--- src/rtl/memory_stage_pkg.sv ---
// Shared defines and types for the memory stage: data width, zero constant, FSM encodings, latched request bundle.
// Latency: n/a (types and constants only).
// Backpressure: n/a.
`ifndef MEMORY_STAGE_PKG_SV
`define MEMORY_STAGE_PKG_SV

`define INST_SIZE       32
`define INST_SIZE_ZEROS 32'h0000_0000
`define MS_STATE_IDLE   1'b0
`define MS_STATE_WAIT   1'b1

package memory_stage_pkg;

    // Wide enough for RESP_WAIT_MAX up to 255
    localparam int CNT_W = 8;

    typedef enum logic {
        ST_IDLE = `MS_STATE_IDLE,
        ST_WAIT = `MS_STATE_WAIT
    } state_e;

    // Everything needed to replay the request and finish write-back once the ack arrives
    typedef struct packed {
        logic [`INST_SIZE-1:0] addr;
        logic [`INST_SIZE-1:0] wdata;
        logic                  we;
        logic [4:0]            rd;
        logic                  me_we;
        logic                  mem_reg;
    } req_t;

endpackage

`endif

--- src/rtl/memory_stage_req_latch.sv ---
// MemReqLatch: holds the outstanding data-memory request and its write-back bundle.
// Latency: 1 cycle from load_i to q_o; clr_i wins over load_i.
// Backpressure: none; the parent decides when to load and clear.
module MemReqLatch
    import memory_stage_pkg::*;
(
    input  logic clk,
    input  logic rst,
    input  logic clr_i,
    input  logic load_i,
    input  req_t d_i,
    output req_t q_o
);

    req_t bundle_q;

    // Capture the request when it stalls; drop it on completion or timeout
    always_ff @(posedge clk or negedge rst) begin
        if (!rst) begin
            bundle_q <= '0;
        end else if (clr_i) begin
            bundle_q <= '0;
        end else if (load_i) begin
            bundle_q <= d_i;
        end
    end

    assign q_o = bundle_q;

endmodule

--- src/rtl/memory_stage.sv ---
// Pipeline MEM stage: issues data-memory requests, stalls upstream until ack, registers MEM/WB.
// Latency: 1 cycle to WB for ALU ops and zero-wait accesses; 1 cycle after ack otherwise.
// Backpressure: STALL_MEM freezes IF/ID/EX while a request is outstanding; MEM_ALIGN_CHECK_EN enables misalignment rejection.
module memory_stage
    import memory_stage_pkg::*;
#(
    parameter int RESP_WAIT_MAX = 16
) (
    input  logic                  clk,
    input  logic                  rst,
    input  logic [`INST_SIZE-1:0] ALU_OUT,
    input  logic [4:0]            RD,
    input  logic [`INST_SIZE-1:0] WD_ME,
    input  logic                  MEM_WE_ME,
    input  logic                  ME_WE,
    input  logic                  MEM_REG_ME,
    output logic                  DMEM_REQ,
    output logic                  DMEM_WE,
    output logic [`INST_SIZE-1:0] DMEM_ADDR,
    output logic [`INST_SIZE-1:0] DMEM_WDATA,
    input  logic [`INST_SIZE-1:0] DMEM_RDATA,
    input  logic                  DMEM_ACK,
    output logic [`INST_SIZE-1:0] BP_MEM,
    output logic                  STALL_MEM,
    output logic [`INST_SIZE-1:0] WB_DATA,
    output logic [4:0]            WB_RD,
    output logic                  WB_WE,
    output logic                  MEM_ERR
);

    localparam logic [CNT_W-1:0] CNT_LAST = CNT_W'(RESP_WAIT_MAX - 1);

    state_e                state_q, state_d;
    logic [CNT_W-1:0]      cnt_q, cnt_d;
    logic [`INST_SIZE-1:0] wb_data_q, wb_data_d;
    logic [4:0]            wb_rd_q, wb_rd_d;
    logic                  wb_we_q, wb_we_d;
    req_t                  lat_q, lat_d;
    logic                  lat_load, lat_clr;

    logic mem_op, misaligned, in_wait, idle_issue, req_raw, timeout;

    assign mem_op = MEM_WE_ME | MEM_REG_ME;

`ifdef MEM_ALIGN_CHECK_EN
    assign misaligned = mem_op & (ALU_OUT[1:0] != 2'b00);
`else
    assign misaligned = 1'b0;
`endif

    assign in_wait    = (state_q == ST_WAIT);
    assign idle_issue = !in_wait & mem_op & !misaligned;
    assign req_raw    = in_wait | idle_issue;
    // Ack takes priority over timeout on the last allowed cycle
    assign timeout    = in_wait & !DMEM_ACK & (cnt_q == CNT_LAST);

    assign lat_d    = '{addr: ALU_OUT, wdata: WD_ME, we: MEM_WE_ME, rd: RD,
                        me_we: ME_WE, mem_reg: MEM_REG_ME};
    assign lat_load = idle_issue & !DMEM_ACK;
    assign lat_clr  = in_wait & (DMEM_ACK | timeout);

    MemReqLatch u_req_latch (
        .clk    (clk),
        .rst    (rst),
        .clr_i  (lat_clr),
        .load_i (lat_load),
        .d_i    (lat_d),
        .q_o    (lat_q)
    );

    // Request and stall are combinational so a zero-wait ack never stalls; reset forces them low at once
    assign DMEM_REQ   = rst & req_raw;
    assign DMEM_WE    = rst & (in_wait ? lat_q.we : (idle_issue & MEM_WE_ME));
    assign DMEM_ADDR  = rst ? (in_wait ? lat_q.addr  : ALU_OUT) : `INST_SIZE_ZEROS;
    assign DMEM_WDATA = rst ? (in_wait ? lat_q.wdata : WD_ME)   : `INST_SIZE_ZEROS;
    assign STALL_MEM  = rst & req_raw & !DMEM_ACK & !timeout;
    assign MEM_ERR    = rst & (timeout | (!in_wait & misaligned));
    assign BP_MEM     = ALU_OUT;

    assign WB_DATA = wb_data_q;
    assign WB_RD   = wb_rd_q;
    assign WB_WE   = wb_we_q;

    // Next-state and MEM/WB write-back selection
    always_comb begin
        state_d   = state_q;
        cnt_d     = cnt_q;
        wb_data_d = wb_data_q;
        wb_rd_d   = wb_rd_q;
        wb_we_d   = 1'b0;
        case (state_q)
            ST_IDLE: begin
                if (misaligned) begin
                    wb_we_d = 1'b0;
                end else if (mem_op) begin
                    if (DMEM_ACK) begin
                        wb_data_d = MEM_REG_ME ? DMEM_RDATA : ALU_OUT;
                        wb_rd_d   = RD;
                        wb_we_d   = MEM_REG_ME ? (ME_WE & (RD != 5'd0)) : ME_WE;
                    end else begin
                        state_d = ST_WAIT;
                        cnt_d   = '0;
                    end
                end else begin
                    wb_data_d = ALU_OUT;
                    wb_rd_d   = RD;
                    wb_we_d   = ME_WE;
                end
            end
            ST_WAIT: begin
                if (DMEM_ACK) begin
                    wb_data_d = lat_q.mem_reg ? DMEM_RDATA : lat_q.addr;
                    wb_rd_d   = lat_q.rd;
                    wb_we_d   = lat_q.mem_reg ? (lat_q.me_we & (lat_q.rd != 5'd0)) : lat_q.me_we;
                    state_d   = ST_IDLE;
                    cnt_d     = '0;
                end else if (timeout) begin
                    state_d = ST_IDLE;
                    cnt_d   = '0;
                end else begin
                    cnt_d = cnt_q + CNT_W'(1);
                end
            end
            default: begin
                state_d = ST_IDLE;
                cnt_d   = '0;
            end
        endcase
    end

    // FSM, wait counter and MEM/WB register
    always_ff @(posedge clk or negedge rst) begin
        if (!rst) begin
            state_q   <= ST_IDLE;
            cnt_q     <= '0;
            wb_data_q <= `INST_SIZE_ZEROS;
            wb_rd_q   <= 5'd0;
            wb_we_q   <= 1'b0;
        end else begin
            state_q   <= state_d;
            cnt_q     <= cnt_d;
            wb_data_q <= wb_data_d;
            wb_rd_q   <= wb_rd_d;
            wb_we_q   <= wb_we_d;
        end
    end

endmodule

--- config.mk ---
export PLATFORM = sky130hd
export DESIGN_NAME = memory_stage
export DESIGN_NICKNAME = d
export VERILOG_FILES = /design/src/rtl/memory_stage_pkg.sv /design/src/rtl/memory_stage_req_latch.sv /design/src/rtl/memory_stage.sv
export SDC_FILE = /design/constraint.sdc
export NUM_CORES = 1
export LEC_CHECK = 0
export CORE_MARGIN = 2
export CORE_UTILIZATION = 40
export DETAILED_ROUTE_END_ITERATION = 16
export HOLD_SLACK_MARGIN = 0.1
export MAX_ROUTING_LAYER = met4
export PLACE_DENSITY_LB_ADDON = 0.05
export SLEW_MARGIN = 20
export SYNTH_ARGS = -nofsm -noshare
export SYNTH_HDL_FRONTEND = slang
export SYNTH_HIERARCHICAL = 1
export SYNTH_SLANG_ARGS = --single-unit
--- constraint.sdc ---
create_clock -name clk -period 2 [get_ports clk]
set_input_delay 0.6 -clock clk [delete_from_list [all_inputs] [get_ports clk]]
set_output_delay 0.6 -clock clk [all_outputs]
set_load 0.005 [all_outputs]
==> flow_metrics.env, run 1 <==
# physical design summary
export IMPL_status="finished with violations"
export IMPL_violations_in_the_final_reports="setup timing"
export IMPL_grt_util_met1=0.282
export IMPL_crit_cells=5
export IMPL_stdcell_area_um2=11200
export IMPL_fp_utilization=0.411
export IMPL_clock_power_share=0.351
export IMPL_power_top_group="clock"
export IMPL_critPathKind="flop to primary output"
export IMPL_layout_setup_ws_ns=-0.261
export IMPL_yosys_warnings=6
export IMPL_timing_final_setup_violations=68
export IMPL_cts_tree="done"
export IMPL_utilization_after_layout=0.618
export IMPL_portBuffers=244
export IMPL_worst_ep_arrival_time_ns=1.66
export IMPL_synth_adder_area_share=0.00168
export IMPL_compound_area_frac=0.0651
export IMPL_tap_cell_count=229
export IMPL_dominant_cell_class="logic gates"
export IMPL_initialDrtViolationCount=298
export IMPL_setup_repair_after_global_routing_missed_its_margin="true"
export IMPL_clk_path_buf_depth=2
export IMPL_crit_path_max_fanout=12
export IMPL_final_hold_worst_slack_ns=0.123
export IMPL_timing_reg2reg_worst_path_depth=8
export IMPL_worstSetupStartpoint="in_wait$_DFF_PN0_"
export IMPL_commonest_non_fill_non_tap_cell_in_the_layout="mux2i_1"
export IMPL_place_gp_congestion=0.846
export IMPL_total_standard_cell_area_after_synthesis_um2=7440
export IMPL_async_reset_ff_frac=1.00
export IMPL_first_pass_iters=5
export IMPL_path_buffers=3
export IMPL_buffers_excl_clock=361
export IMPL_hold_path_class="primary input to asynchronous set/reset pin"
export IMPL_path_delay_family="flip-flops"
export IMPL_coreArea_um2=18100
export IMPL_ios=245
export IMPL_xor_xnor_share_of_the_synthesized_area=0
export IMPL_cp_required_ns=1.40
export IMPL_final_cell_mix="mux2i_1 (170), dfrtp_1 (117), clkdlybuf4s50_1 (113)"
export IMPL_ctsRootBufferMaster="clkbuf_16"
export IMPL_met3RoutedLength_mm=1.13
export IMPL_critical_path_max_stage_delay_ns=0.51
export IMPL_vias_per_cell=5.04
export IMPL_postSynthCellCount=743
export IMPL_cts_num_sinks=119
export IMPL_cts_repair_resized=323
export IMPL_placedCellCount=1215
export IMPL_htree_levels=4
export IMPL_place_worst_setup_slack_ns=-0.551
export IMPL_cp_start_kind="flop"
export IMPL_maxSlewHeadroom=0.480
export IMPL_final_antenna_net_count=0
export IMPL_grt_max_degree=75
export IMPL_remaining_drc_errors=0
export IMPL_final_period_utilization=1.13
export IMPL_post_synth_main_area_contributors="dfrtp_1 (40%), mux2i_1 (23%), nor2b_1 (5.5%)"
export IMPL_wl_met1_mm=9.90
export IMPL_vdd_drop_max_mv=0.617
export IMPL_comb_power_mw=3.13
export IMPL_comb_share=0.341
export IMPL_synth_chip_area_um2=7440
export IMPL_grt_pass1_wl_mm=34.4
export IMPL_slowest_cell_on_the_critical_path="dfrtp_4"
export IMPL_stdcell_count=1277
export IMPL_avgSynthCellArea_um2=10.0
export IMPL_met2_track_utilization_from_global_routing=0.374
export IMPL_post_synth_mux_area_share=0.284
export IMPL_timing_final_max_slew_violations=0
export IMPL_holdBufCountCts=0
export IMPL_track_usage=0.226
export IMPL_busiest_layer="met2"
export IMPL_area_share_clock_buf_inv=0.0596
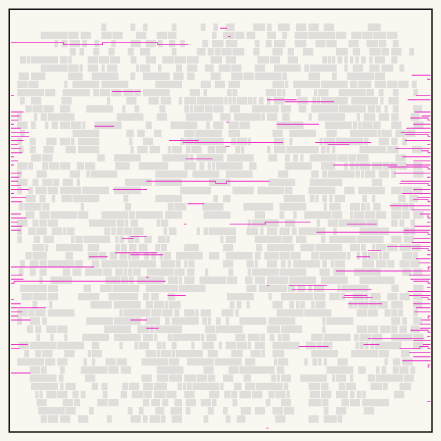
*Signal wires on met3, run 1*
(3 px per um) Cells faint in the background.
The longest straight run is 50.4 um. 136 nets have wire on it. The layer carries 1,130 um of wire. The layer holds 5.1% of the routed length.
vias: 6,430
final wirelength: 22.3 mm
GRT met3 Usage: 0.0448

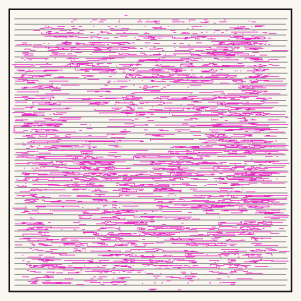
*Signal wires on met1, run 1*
(2 px per um) Supply wires on this layer in gray.
The layer carries 9,900 um of wire. 1,015 nets have wire on it. The layer holds 44% of the routed length. The wires run mostly horizontal. The longest straight run is 55.7 um.

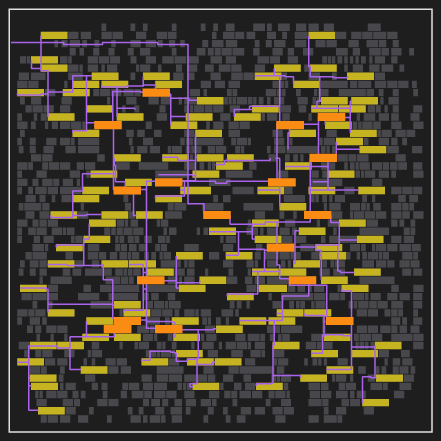
*Routed clock nets over the placement, run 1*
(3 px per um)
Orange shows cells driving clock nets, count 17. Yellow shows flip-flops, count 119. Purple shows clock wires, length 1,690 um.
Position of the flops: all over the die.

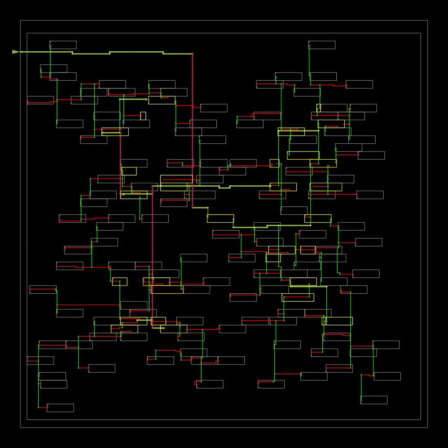
*Clock nets, run 1*
Worst Clk Skew: 0.0177 ns
source-to-sink clock delay at the later pin of the worst-skew pair: 0.42 ns
clock buffers: 24
CTS buffer count: 17
layout sequential cell count: 119

--- run 2 (diff from run 1) ---
--- a/config.mk
+++ b/config.mk
@@ -10,7 +10,7 @@
 export DETAILED_ROUTE_END_ITERATION = 16
 export HOLD_SLACK_MARGIN = 0.1
 export MAX_ROUTING_LAYER = met4
-export PLACE_DENSITY_LB_ADDON = 0.05
+export PLACE_DENSITY = 0.75
 export SLEW_MARGIN = 20
 export SYNTH_ARGS = -nofsm -noshare
 export SYNTH_HDL_FRONTEND = slang
==> run 2 against run 1 <==
Effect of this change: the run still ends with setup timing left; die area stayed put; critical path depth is 1 higher; via count rose by 2.4%; synthesized area unchanged; core utilization is 1.7 points higher; combinational power is 5% higher.
==> flow_metrics.env, run 2 <==
# physical design summary
export IMPL_remaining_drc_errors=0
export IMPL_gr_total_overflow=0
export IMPL_worstSetupStartpoint="in_wait$_DFF_PN0_"
export IMPL_hold_path_class="primary input to asynchronous set/reset pin"
export IMPL_crit_cells=6
export IMPL_layout_setup_ws_ns=-0.304
export IMPL_gr_usage_met3=0.0438
export IMPL_avgSynthCellArea_um2=10.0
export IMPL_postRouteWirelength_mm=23.4
export IMPL_utilization_after_layout=0.635
export IMPL_met2_track_utilization_from_global_routing=0.414
export IMPL_dominant_cell_class="logic gates"
export IMPL_cp_required_ns=1.40
export IMPL_final_cell_mix="mux2i_1 (166), dfrtp_1 (117), clkdlybuf4s50_1 (115)"
export IMPL_cts_tree="done"
export IMPL_regToRegEndpoint="u_req_latch/q_o[66]$_DFFE_PN0P_"
export IMPL_timing_setup_tns_ns=-16.65
export IMPL_track_usage=0.243
export IMPL_finish_net_count=1162
export IMPL_clkbuf_count=24
export IMPL_worst_clock_skew_ns=0.00561
export IMPL_place_worst_setup_slack_ns=-0.647
export IMPL_total_standard_cell_area_after_synthesis_um2=7440
export IMPL_fp_utilization=0.411
export IMPL_n_all_inverters=1
export IMPL_timing_final_max_slew_violations=0
export IMPL_cts_num_sinks=119
export IMPL_comb_power_mw=3.30
export IMPL_synth_cell_type_count=41
export IMPL_die_width_um=140
export IMPL_final_hold_worst_slack_ns=0.166
export IMPL_busiest_layer="met2"
export IMPL_seq_area_frac=0.260
export IMPL_grt_max_degree=75
export IMPL_worst_ep_arrival_time_ns=1.70
export IMPL_synthFlopType="dfrtp_1"
export IMPL_slowest_cell_on_the_critical_path="dfrtp_4"
export IMPL_synth_chip_area_um2=7440
export IMPL_cts_repair_resized=395
export IMPL_timing_reg2reg_worst_path_depth=9
export IMPL_first_pass_iters=4
export IMPL_postSynthNetCount=851
export IMPL_path_delay_family="buffers and inverters"
export IMPL_power_top_group="combinational logic"
export IMPL_placedCellCount=1229
export IMPL_htree_levels=4
export IMPL_path_buffers=4
export IMPL_comb_share=0.337
export IMPL_grt_util_met1=0.292
export IMPL_tap_cell_count=229
export IMPL_stdcell_area_um2=11500
export IMPL_power_density_cell_area_nw_per_um2=849
export IMPL_critical_path_max_stage_delay_ns=0.51
export IMPL_critPathKind="flop to primary output"
export IMPL_ys_top_cells_by_count="mux2i_1 (174), dfrtp_1 (119), nor2_1 (76)"
export IMPL_clock_power_share=0.330
export IMPL_compound_area_frac=0.0651
export IMPL_ff_count=119
export IMPL_synth_adder_area_share=0.00168
export IMPL_portBuffers=244
export IMPL_combPwrFrac=0.339
export IMPL_buffers_excl_clock=380
export IMPL_holdBufCountCts=0
export IMPL_postSynthCellCount=743
export IMPL_final_period_utilization=1.15
export IMPL_timing_critical_path_to="DMEM_WDATA[17]"
export IMPL_grt_pass1_wl_mm=36.8
export IMPL_vias=6582
export IMPL_ys_top_logic_family="multiplexers"
export IMPL_synth_dominant_cell_count="mux2i_1"
export IMPL_final_antenna_net_count=0
export IMPL_dieArea_um2=19700
export IMPL_area_share_clock_buf_inv=0.0538
export IMPL_clk_path_buf_depth=2
export IMPL_async_reset_ff_frac=1.00
export IMPL_post_synth_mux_area_share=0.284
export IMPL_yosysSeqAreaShare=0.400
export IMPL_ctsRootBufferMaster="clkbuf_16"
export IMPL_ios=245
export IMPL_cp_end_kind="primary output"
export IMPL_wl_met1_mm=9.83
export IMPL_routed_wire_length_per_instance_um=18.1
export IMPL_number_of_global_route_vias_before_repair=6945
export IMPL_violations_in_the_final_reports="setup timing"
export IMPL_status="finished with violations"
export IMPL_enable_flop_cells=0
export IMPL_vias_per_cell=5.08
export IMPL_tritoncts_num_buffers=17
export IMPL_xor_xnor_share_of_the_synthesized_area=0
export IMPL_grt_antenna_before_repair=0
export IMPL_crit_path_max_fanout=5
export IMPL_clkLatencyLatePin_ns=0.41
export IMPL_initialDrtViolationCount=254
export IMPL_num_fill_cells=1530
export IMPL_post_synth_main_area_contributors="dfrtp_1 (40%), mux2i_1 (23%), nor2b_1 (5.5%)"
export IMPL_vdd_drop_max_mv=0.572
export IMPL_place_gp_congestion=0.834
export IMPL_yosys_warnings=6
export IMPL_path_cells="buf_6, buf_6, buf_16, mux2i_2, nor2b_1, buf_2"
export IMPL_cp_start_kind="flop"
export IMPL_setup_repair_after_global_routing_missed_its_margin="true"
export IMPL_maxSlewHeadroom=0.636
export IMPL_met3RoutedLength_mm=1.17
export IMPL_coreArea_um2=18100
export IMPL_stdcell_count=1296
export IMPL_commonest_non_fill_non_tap_cell_in_the_layout="mux2i_1"
export IMPL_finalHoldViolations=0
export IMPL_largest_register_ffs=72
export IMPL_timing_final_setup_violations=130
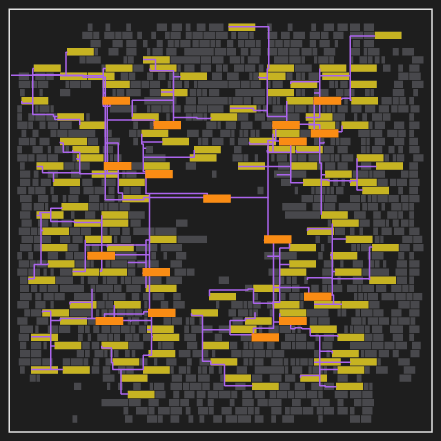
*Routed clock nets over the placement, run 2*
(3 px per um)
Orange shows cells driving clock nets, count 17. Purple shows clock wires, length 1,640 um. Yellow shows flip-flops, count 119.
There are 18 routed clock nets. Position of the flops: all over the die.

Power figures rest on the tool's default switching activity, not on a simulated workload.
